===== src/rtl/sid_env_pkg.sv =====
// rtl/sid_env_pkg.sv - shared envelope state encoding, constants and rectifier helper
package sid_env_pkg;

  typedef enum logic [1:0] {
    ENV_IDLE    = 2'd0,
    ENV_ATTACK  = 2'd1,
    ENV_HOLD    = 2'd2,
    ENV_RELEASE = 2'd3
  } env_state_t;

  typedef enum logic {
    GATE_OFF = 1'b0,
    GATE_ON  = 1'b1
  } gate_state_t;

  localparam logic [7:0] ENV_MAX    = 8'd254;
  localparam int         WIN_BITS   = 9;
  localparam logic [3:0] RATE_CLAMP = 4'd7;

  // Rates 8..15 behave like the slowest rate 7.
  function automatic logic [3:0] clamp_rate(input logic [3:0] rate);
    return (rate > RATE_CLAMP) ? RATE_CLAMP : rate;
  endfunction

  // One's-complement magnitude so -128 lands on 127 instead of wrapping; result is even, 0..254.
  function automatic logic [7:0] rectify(input logic [7:0] s);
    logic [6:0] m7;
    m7 = s[7] ? ~s[6:0] : s[6:0];
    return {m7, 1'b0};
  endfunction

endpackage


===== src/rtl/sid_envelope_follower_if.sv =====
// rtl/sid_envelope_follower_if.sv - sample stream, controls and envelope outputs of the follower
interface sid_envelope_follower_if;
  import sid_env_pkg::*;

  logic [7:0]  sample_in;
  logic        sample_valid;
  logic [3:0]  attack_rate;
  logic [3:0]  release_rate;
  logic [3:0]  gate_on_level;
  logic [3:0]  gate_off_level;
  logic [15:0] prescaler;
  logic [7:0]  env_out;
  env_state_t  env_state;
  logic        gate_out;
  logic        gate_rise;

  modport master (
    output sample_in, sample_valid, attack_rate, release_rate,
    output gate_on_level, gate_off_level, prescaler,
    input  env_out, env_state, gate_out, gate_rise
  );

  modport slave (
    input  sample_in, sample_valid, attack_rate, release_rate,
    input  gate_on_level, gate_off_level, prescaler,
    output env_out, env_state, gate_out, gate_rise
  );

endinterface


===== src/rtl/sid_rate_tick.sv =====
// rtl/sid_rate_tick.sv - power-of-2 rate tick from the shared prescaler
module sid_rate_tick
  import sid_env_pkg::*;
(
  input  logic [3:0]  rate,
  input  logic [15:0] prescaler,
  output logic        tick
);

  logic [3:0]  n;
  logic [15:0] mask;

  // Tick when prescaler[n+8:0] is all ones; bits above the window are forced high.
  always_comb begin
    n    = clamp_rate(rate);
    mask = '0;
    for (int i = 0; i < 16; i++) begin
      mask[i] = (i <= (int'(n) + WIN_BITS - 1));
    end
    tick = &(prescaler | ~mask);
  end

endmodule


===== src/rtl/sid_envelope_follower.sv =====
// rtl/sid_envelope_follower.sv - peak-window envelope follower with hysteretic gate detect
module sid_envelope_follower
  import sid_env_pkg::*;
(
  input  logic                    clk,
  input  logic                    rst,
  sid_envelope_follower_if.slave  bus
);

  logic [7:0]  mag;
  logic        win_tick;
  logic        atk_tick;
  logic        rel_tick;
  logic [7:0]  peak_q;
  logic [7:0]  target_q;
  logic [7:0]  target_d;
  logic [7:0]  env_q;
  logic [7:0]  env_d;
  env_state_t  state_q;
  env_state_t  state_d;
  gate_state_t gate_q;
  logic        gate_rise_q;

  sid_rate_tick u_atk_tick (
    .rate      (bus.attack_rate),
    .prescaler (bus.prescaler),
    .tick      (atk_tick)
  );

  sid_rate_tick u_rel_tick (
    .rate      (bus.release_rate),
    .prescaler (bus.prescaler),
    .tick      (rel_tick)
  );

  // Rectify the incoming sample and detect the 512-clock window boundary.
  always_comb begin
    mag      = rectify(bus.sample_in);
    win_tick = &bus.prescaler[WIN_BITS-1:0];
  end

  // Next target, next env (stepping toward the old target) and the state they imply.
  always_comb begin
    target_d = target_q;
    if (win_tick) begin
      target_d = (bus.sample_valid && (mag > peak_q)) ? mag : peak_q;
    end

    env_d = env_q;
    if ((env_q < target_q) && atk_tick && (env_q < ENV_MAX)) begin
      env_d = env_q + 8'd1;
    end else if ((env_q > target_q) && rel_tick) begin
      env_d = env_q - 8'd1;
    end

    if ((env_d == 8'd0) && (target_d == 8'd0)) begin
      state_d = ENV_IDLE;
    end else if (env_d < target_d) begin
      state_d = ENV_ATTACK;
    end else if (env_d > target_d) begin
      state_d = ENV_RELEASE;
    end else begin
      state_d = ENV_HOLD;
    end
  end

  // Peak over the current window; a window boundary restarts it from this cycle's sample.
  always_ff @(posedge clk) begin
    if (rst) begin
      peak_q <= 8'd0;
    end else if (win_tick) begin
      peak_q <= bus.sample_valid ? mag : 8'd0;
    end else if (bus.sample_valid && (mag > peak_q)) begin
      peak_q <= mag;
    end
  end

  // Target, envelope and state registers.
  always_ff @(posedge clk) begin
    if (rst) begin
      target_q <= 8'd0;
      env_q    <= 8'd0;
      state_q  <= ENV_IDLE;
    end else begin
      target_q <= target_d;
      env_q    <= env_d;
      state_q  <= state_d;
    end
  end

  // Gate FSM with separate on/off thresholds; rise pulse marks the first gated cycle.
  always_ff @(posedge clk) begin
    if (rst) begin
      gate_q      <= GATE_OFF;
      gate_rise_q <= 1'b0;
    end else begin
      gate_rise_q <= 1'b0;
      case (gate_q)
        GATE_OFF: begin
          if ((bus.gate_on_level != 4'd0) && (env_q >= {bus.gate_on_level, 4'h0})) begin
            gate_q      <= GATE_ON;
            gate_rise_q <= 1'b1;
          end
        end
        GATE_ON: begin
          if (env_q < {bus.gate_off_level, 4'h0}) begin
            gate_q <= GATE_OFF;
          end
        end
      endcase
    end
  end

  assign bus.env_out   = env_q;
  assign bus.env_state = state_q;
  assign bus.gate_out  = (gate_q == GATE_ON);
  assign bus.gate_rise = gate_rise_q;

endmodule


===== src/flat_wrapper.sv =====
// flat-port wrapper written by rule: the top's interface ports become plain ports
module sid_envelope_follower_flat import sid_env_pkg::*;
  (clk, rst, bus_sample_in, bus_sample_valid, bus_attack_rate, bus_release_rate, bus_gate_on_level, bus_gate_off_level, bus_prescaler, bus_env_out, bus_env_state, bus_gate_out, bus_gate_rise);
  sid_envelope_follower_if bus_i ();
  input  logic clk;
  input  logic rst;
  input wire logic [$bits(bus_i.sample_in)-1:0] bus_sample_in;
  input wire logic [$bits(bus_i.sample_valid)-1:0] bus_sample_valid;
  input wire logic [$bits(bus_i.attack_rate)-1:0] bus_attack_rate;
  input wire logic [$bits(bus_i.release_rate)-1:0] bus_release_rate;
  input wire logic [$bits(bus_i.gate_on_level)-1:0] bus_gate_on_level;
  input wire logic [$bits(bus_i.gate_off_level)-1:0] bus_gate_off_level;
  input wire logic [$bits(bus_i.prescaler)-1:0] bus_prescaler;
  output wire logic [$bits(bus_i.env_out)-1:0] bus_env_out;
  output wire logic [$bits(bus_i.env_state)-1:0] bus_env_state;
  output wire logic [$bits(bus_i.gate_out)-1:0] bus_gate_out;
  output wire logic [$bits(bus_i.gate_rise)-1:0] bus_gate_rise;
  assign bus_i.sample_in = bus_sample_in;
  assign bus_i.sample_valid = bus_sample_valid;
  assign bus_i.attack_rate = bus_attack_rate;
  assign bus_i.release_rate = bus_release_rate;
  assign bus_i.gate_on_level = bus_gate_on_level;
  assign bus_i.gate_off_level = bus_gate_off_level;
  assign bus_i.prescaler = bus_prescaler;
  assign bus_env_out = bus_i.env_out;
  assign bus_env_state = bus_i.env_state;
  assign bus_gate_out = bus_i.gate_out;
  assign bus_gate_rise = bus_i.gate_rise;
  sid_envelope_follower u_core (.clk(clk), .rst(rst), .bus(bus_i));
endmodule

===== config.mk =====
export PLATFORM = sky130hd
export DESIGN_NAME = sid_envelope_follower_flat
export DESIGN_NICKNAME = d
export VERILOG_FILES = /design/src/rtl/sid_env_pkg.sv /design/src/rtl/sid_envelope_follower_if.sv /design/src/rtl/sid_rate_tick.sv /design/src/rtl/sid_envelope_follower.sv /design/src/flat_wrapper.sv
export SDC_FILE = /design/constraint.sdc
export NUM_CORES = 1
export LEC_CHECK = 0
export CORE_ASPECT_RATIO = 1.1
export CORE_MARGIN = 4
export CORE_UTILIZATION = 55
export CTS_CLUSTER_DIAMETER = 200
export DETAILED_ROUTE_END_ITERATION = 6
export GPL_TIMING_DRIVEN = 0
export PLACE_DENSITY = 0.94
export SLEW_MARGIN = 10
export SYNTH_ARGS = -nofsm -noshare
export SYNTH_HDL_FRONTEND = slang
export SYNTH_SLANG_ARGS = --single-unit

===== constraint.sdc =====
create_clock -name clk -period 9.9 [get_ports clk]
set_clock_uncertainty 0.2 [all_clocks]
set_input_delay 2.97 -clock clk [delete_from_list [all_inputs] [get_ports clk]]
set_output_delay 2.97 -clock clk [all_outputs]
set_load 0.01 [all_outputs]

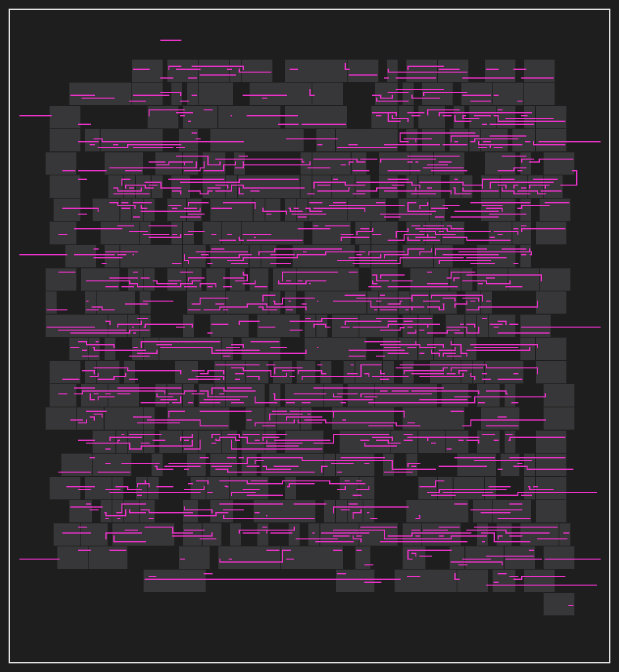
Fig. 1. M1 wires.
longest straight run = 29.9 um
wire length on this layer = 2490 um
main direction = horizontal
share of all routed wire = 43%
nets with wire on the layer = 394
WL final: 5860 um
grt met1 use: 25.3%

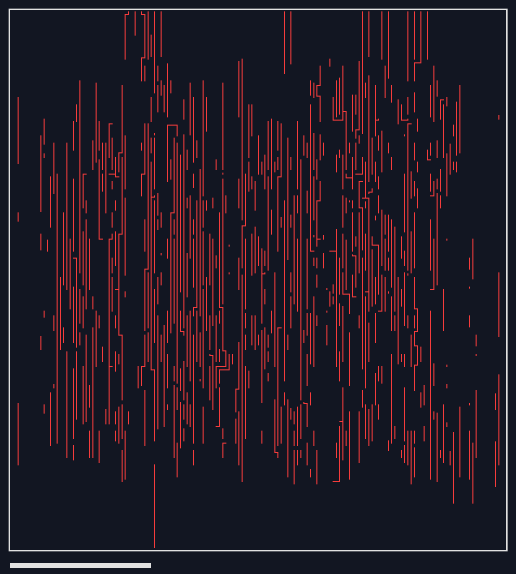
Fig. 2. Signal wires on met2.
The bar under the picture is 20 um long.
longest straight run = 38.1 um
main direction = vertical

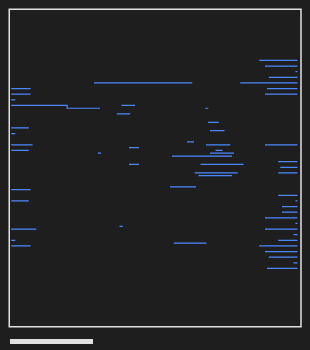
Fig. 3. Signal wires on met3.
The bar under the picture is 20 um long.
share of all routed wire = 5.3%
main direction = horizontal
nets with wire on the layer = 53
longest straight run = 23.5 um
wire length on this layer = 308 um

==> results.tsv <==
stage	metric	value	unit
status	status	complete, no violations	
finish	Seq. cell area	561	um2
setup_path	reg-to-reg endpoint	u_core.bus.env_state[0]$_SDFF_PP0_	
logic_synthesis	cell taking the most area after synthesis	dfxtp_1	
die	Tapcell Cnt	52	
pwr	P_seq	0.119	mW
timing	setup_tns	0	ns
global_routing	global-route wire length before repair	10200	um
finish	final instance area	0.00301	mm2
logic_synthesis	Cells after Synth	303	
logic_synthesis	cell with the most instances after synthesis	inv_1	
timing	Worst-Margin Slew	0.758	ns
timing	Slew HR	49.1	%
finish	Data buffer area share	18.9	%
setup_path	R2R cell count	16	
drt	total number of vias	2362	
setup_path	crit end category	flop	
logic_synthesis	Netlist cell types	53	
drt	routed vias/inst	5.73	
timing	final hold vios	0	
pwr	top power group	sequential cells	
pwr	LEAKAGE	1.33	nW
timing	Slew Viols, Final	0	
die	Die Y	76.5	um
finish	fillcell total	325	
finish	Top class by area	logic gates	
drt	antenna viol nets, final	0	
pwr	overall power	0.280	mW
setup_path	worst r2r src	u_core.bus.env_out[7]$_SDFF_PP0_	
clock_network	Num CTS Buffers	3	
pwr	Logic pwr share	25.1	%
logic_synthesis	FF+latch count, synth	28	
clock_network	Post-CTS Hold Fix Bufs	0	
setup_path	CP max stage delay	0.55	ns
placement	GPL Wtd Cong	0.883	
setup_path	r2r setup slk	5.41	ns
finish	clkbuf count	3	
finish	Layout clock area frac	2.37	%
die	Core ar.	0.00405	mm2
finish	Seq/total area	18.6	%
clock_network	H-tree depth	1	
logic_synthesis	number of enable flip-flop cells	0	
logic_synthesis	Mapped Area	0.00234	mm2
logic_synthesis	yosys stat area	0.00234	mm2
finish	#MultiIn Comb	226	
global_routing	gr ovfl total	0	
clock_network	deepest clock path buffer count	2	
timing	RSZ-0062 raised after global routing	false	
timing	final setup vio count	0	
clock_network	post-CTS setup buffer count	0	
pwr	Clock Power Share	32.3	%
setup_path	Worst Path Required	9.89	ns
## logic make-up after synthesis
| kind of cell | after synthesis | share of synthesized area [%] |
|---|---|---|
| fa+ha+maj | 34 | 18.0 |
| flops | 28 | 23.9 |
| simple gates | 108 | 24.0 |
| buf+inv | 49 | 8.16 |
| xor+xnor | 14 | 5.55 |
| compound gates | 70 | 20.4 |
## layer usage
metal  vias up  global-route usage [%]  part of all wire, %
met3         9                    3.30                  5.3
met5         -                       0                    0
met1      1079                    25.3                   43
met4         0                    3.83                  1.5
met2        71                    41.9                   51
li1       1203                       -                    -
## registers in the layout (all words and copies together), names as in the netlist
register / count
u_core.peak_q: 8
u_core.bus.gate_out: 1
u_core.bus.gate_rise: 1
u_core.bus.env_state: 2
u_core.target_q: 8
u_core.bus.env_out: 8
No activity file was given, so power comes from the tool's default toggle rates.
